## config.mk

```make
export PLATFORM = sky130hd
export DESIGN_NAME = fetch_imem
export DESIGN_NICKNAME = d
export VERILOG_FILES = /design/src/rtl/rv_pkg.sv /design/src/rtl/imem_word_sel.sv /design/src/rtl/fetch_imem.sv
export SDC_FILE = /design/constraint.sdc
export NUM_CORES = 1
export LEC_CHECK = 0
export ABC_AREA = 1
export CORE_ASPECT_RATIO = 0.7
export CORE_MARGIN = 3
export CORE_UTILIZATION = 29
export DETAILED_ROUTE_END_ITERATION = 10
export PLACE_DENSITY = 0.77
export SYNTH_ARGS = -nofsm -noshare
export SYNTH_HDL_FRONTEND = slang
export SYNTH_SLANG_ARGS = --single-unit
export TNS_END_PERCENT = 5
```

## constraint.sdc

```tcl
create_clock -name clk -period 0.8 [get_ports clk]
set_clock_uncertainty 0.2 [all_clocks]
set_input_delay 0.16 -clock clk [delete_from_list [all_inputs] [get_ports clk]]
set_output_delay 0.16 -clock clk [all_outputs]
set_load 0.1 [all_outputs]
```

## src/rtl/rv_pkg.sv

```systemverilog
// Shared RISC-V core definitions: data width, canonical NOP word and instruction type.
package rv_pkg;

    localparam int XLEN = 32;

    typedef logic [XLEN-1:0] instr_t;

    localparam instr_t NOP_INSTR = 32'h0000_0013;

endpackage

```

## src/rtl/imem_word_sel.sv

```systemverilog
// Combinational instruction-store lookup: word index decode, range check and word mux.
module imem_word_sel #(
    parameter int XLEN  = rv_pkg::XLEN,
    parameter int DEPTH = 4
) (
    input  logic [XLEN-1:0] addr,
    input  logic [XLEN-1:0] tab_inst [DEPTH],
    output logic [XLEN-1:0] word,
    output logic            in_range
);

    localparam int IDX_W = $clog2(DEPTH);

    logic [IDX_W-1:0] w_idx;
    logic             w_unused_byte_ofs;

    // Fetch is word-aligned; the byte offset within the word is dropped.
    assign w_unused_byte_ofs = ^addr[1:0];

    assign w_idx    = addr[IDX_W+1:2];
    assign in_range = (addr[XLEN-1:IDX_W+2] == '0);
    assign word     = tab_inst[w_idx];

endmodule

```

## src/rtl/fetch_imem.sv

```systemverilog
// Instruction-fetch memory stage: registers the word at byte address addr from the ROM image.
module fetch_imem #(
    parameter int               XLEN      = rv_pkg::XLEN,
    parameter int               DEPTH     = 4,
    parameter logic [XLEN-1:0]  NOP_INSTR = rv_pkg::NOP_INSTR
) (
    input  logic            clk,
    input  logic            rst,
    input  logic [XLEN-1:0] tab_inst [DEPTH],
    input  logic [XLEN-1:0] addr,
    output logic [XLEN-1:0] inst_out
);

    logic [XLEN-1:0] w_word;
    logic            w_in_range;
    logic [XLEN-1:0] r_inst;

    imem_word_sel #(
        .XLEN  (XLEN),
        .DEPTH (DEPTH)
    ) u_word_sel (
        .addr     (addr),
        .tab_inst (tab_inst),
        .word     (w_word),
        .in_range (w_in_range)
    );

    // Out-of-range fetches return a NOP so decode never sees garbage.
    always_ff @(posedge clk or negedge rst) begin
        if (!rst) begin
            r_inst <= NOP_INSTR;
        end else begin
            r_inst <= w_in_range ? w_word : NOP_INSTR;
        end
    end

    assign inst_out = r_inst;

endmodule

```

==> notes.md <==
yosys + openroad results -> total I/O pin count 194, clock buffers created by TritonCTS 5, final hold slack -0.377 ns, # Max-Cap Violations 0, max FFs per register 32, violations in the final reports hold timing, setup timing, clock net sink count 32, post-synthesis sequential area ratio 35.4%, status complete, but fails checks, biggest area cells dfrtp_1 (32%), nor2_1 (19%), o21ai_1 (13%), area post-placement around 0.0047 mm^2, HPWL after detailed placement 7.15 mm, sequence of cells on the critical path buf_12, clock transition at the registers of the reported paths roughly 0.070 ns, # placed instances 641, total leakage power between 2 and 2.5 nW, tally of unique sky130hd cells used after synthesis 20, highest fanout seen on the critical path 1, TritonCTS clock tree done, period utilization 169%, Top cell area share 32.0%, data required time of the critical path approximately 0.44 ns, DRC Markers 0, delay of the slowest cell on the worst path approximately 0.55 ns, worst slew slack as a fraction of its limit between 80% and 90%, layout cells sized above 1 between 30% and 40%, warnings from Yosys 0, final hold vios 32, via count of the first global-routing pass ~2,800, Setup crit start kind flop, worst setup path category reg -> out, synthesized area per cell between 6 and 7 um^2, part of the total power dissipated in sequential elements 37.3%, post-route cell area ~0.0049 mm^2, ys cells approximately 360, Power Density roughly 890 mW/mm^2, number of enable-type register cells in the synthesized netlist 0, height of the chip around 80 um, number of optimization iterations in the first detailed-route pass 4, wire length of the first global-routing pass about 14 mm, post-route ant nets 0, arrival time of the worst setup path between 0.9 and 1 ns, Setup crit end kind output pin, RSZ-0062 raised after global routing true, Setup violations, final about 64, die area about 0.009 mm^2, final setup slack of the worst path -0.554 ns
==> layout make-up <==
cell class,count,area (um^2)
tap,98,123
clock inverter,2,10.0
multi-input combinational,254,1190
fill,635,2600
clock buffer,6,82.6
sequential,32,846
inverter,51,196
timing repair buffer,210,2400
==> path summary, 6_finish.rpt <==
path	from	to	cells after the start
min	rst	inst_out[11]	2
max	inst_out[1]	inst_out[1]	1
min in group clk	addr[3]	inst_out[16]	6
max in group asynchronous	rst	inst_out[1]	2
==> per-stage QoR <==
step | hold slack, ns | worst slack [ns]
after floorplan | -0.336 | -0.397
after global placement | -0.0743 | -0.786
after detailed placement | -0.0651 | -0.860
after CTS | -0.371 | -0.570
after global routing | -0.370 | -0.588
final | -0.377 | -0.554
==> layer usage <==
| layer | routed length, um | global-route usage [%] |
|---|---|---|
| met1 | 3310 | 20.2 |
| met2 | 4670 | 36.8 |
| met3 | 815 | 7.50 |
| met4 | 121 | 3.89 |
| met5 | 0 | 0 |
==> power groups by stage <==
stage	clock (mW)	combinational (mW)	sequential (mW)
after global placement	0	1.46	1.65
final	1.25	1.46	1.62
after global routing	1.38	1.61	1.62
after detailed placement	0	1.49	1.65
after CTS	1.30	1.46	1.62
after floorplan	0	0.520	1.65
==> cells by family after synthesis <==
| logic type | count (synthesis) | share of synthesized area (%) |
|---|---|---|
| AND/OR/NAND/NOR | 167 | 30.2 |
| AND-OR/OR-AND | 87 | 19.2 |
| buffers and inverters | 74 | 15.2 |
| flip-flops | 32 | 35.4 |
==> what timing repair did <==
action	CTS	global route
hold endpoints to repair	32	32
gates resized	109	12
setup endpoints to repair	64	64
buffers inserted	2	0
cloned	2	0
pin swaps	29	7
**Cell area per tile**

Scale: 3 px per um. The die is cut into 11 by 8 equal tiles; black is low, pale yellow is high, 0 to 100% covered.
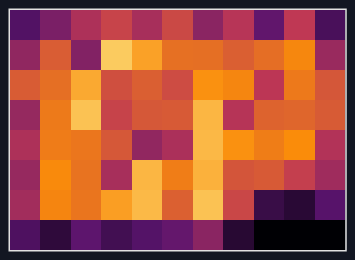
- nearly empty tiles: 3.4%
- tiles over 75% full: 16%
- emptiest ninth of the die: south-east
- mean over tiles: 53%
- fullest tile: 89%
Core Density at Floorplan: 30.5%
fraction of the core area covered by cells at the end of the flow: 65.1%

**Metal layers overlaid**

Scale: 3 px per um. Only two layers are drawn.
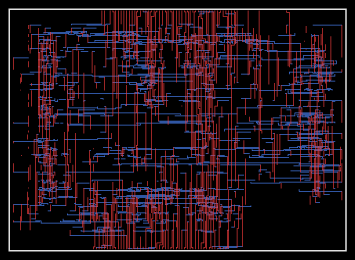
- M1: blue (wire length 3,310 um)
- M2: red (wire length 4,670 um)
mean routed wirelength per cell: 13.7 um
overall via count from detail_route: 2,940
final wirelength: 8.92 mm
global router's overall resource usage: 19.3%

**Cell outlines without signal wires**

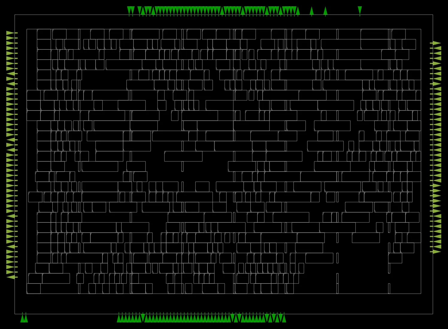
cell row count: 26
fraction of area in registers: 17.4%
num sequential: 32
number of cells in the finished layout apart from fillers: 653
placeable core region: 0.00745 mm^2

**The metal 3 layer**

Scale: 3 px per um.
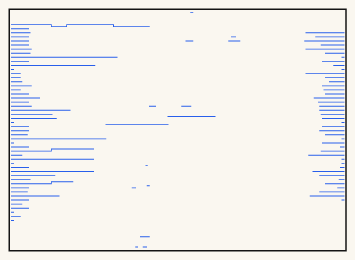
- main direction: horizontal
- longest straight run: 35.2 um
- wire length on this layer: 816 um
- share of all routed wire: 9.1%
met3 Resource Use GR: 7.50%

Power and IR drop assume default switching activity.
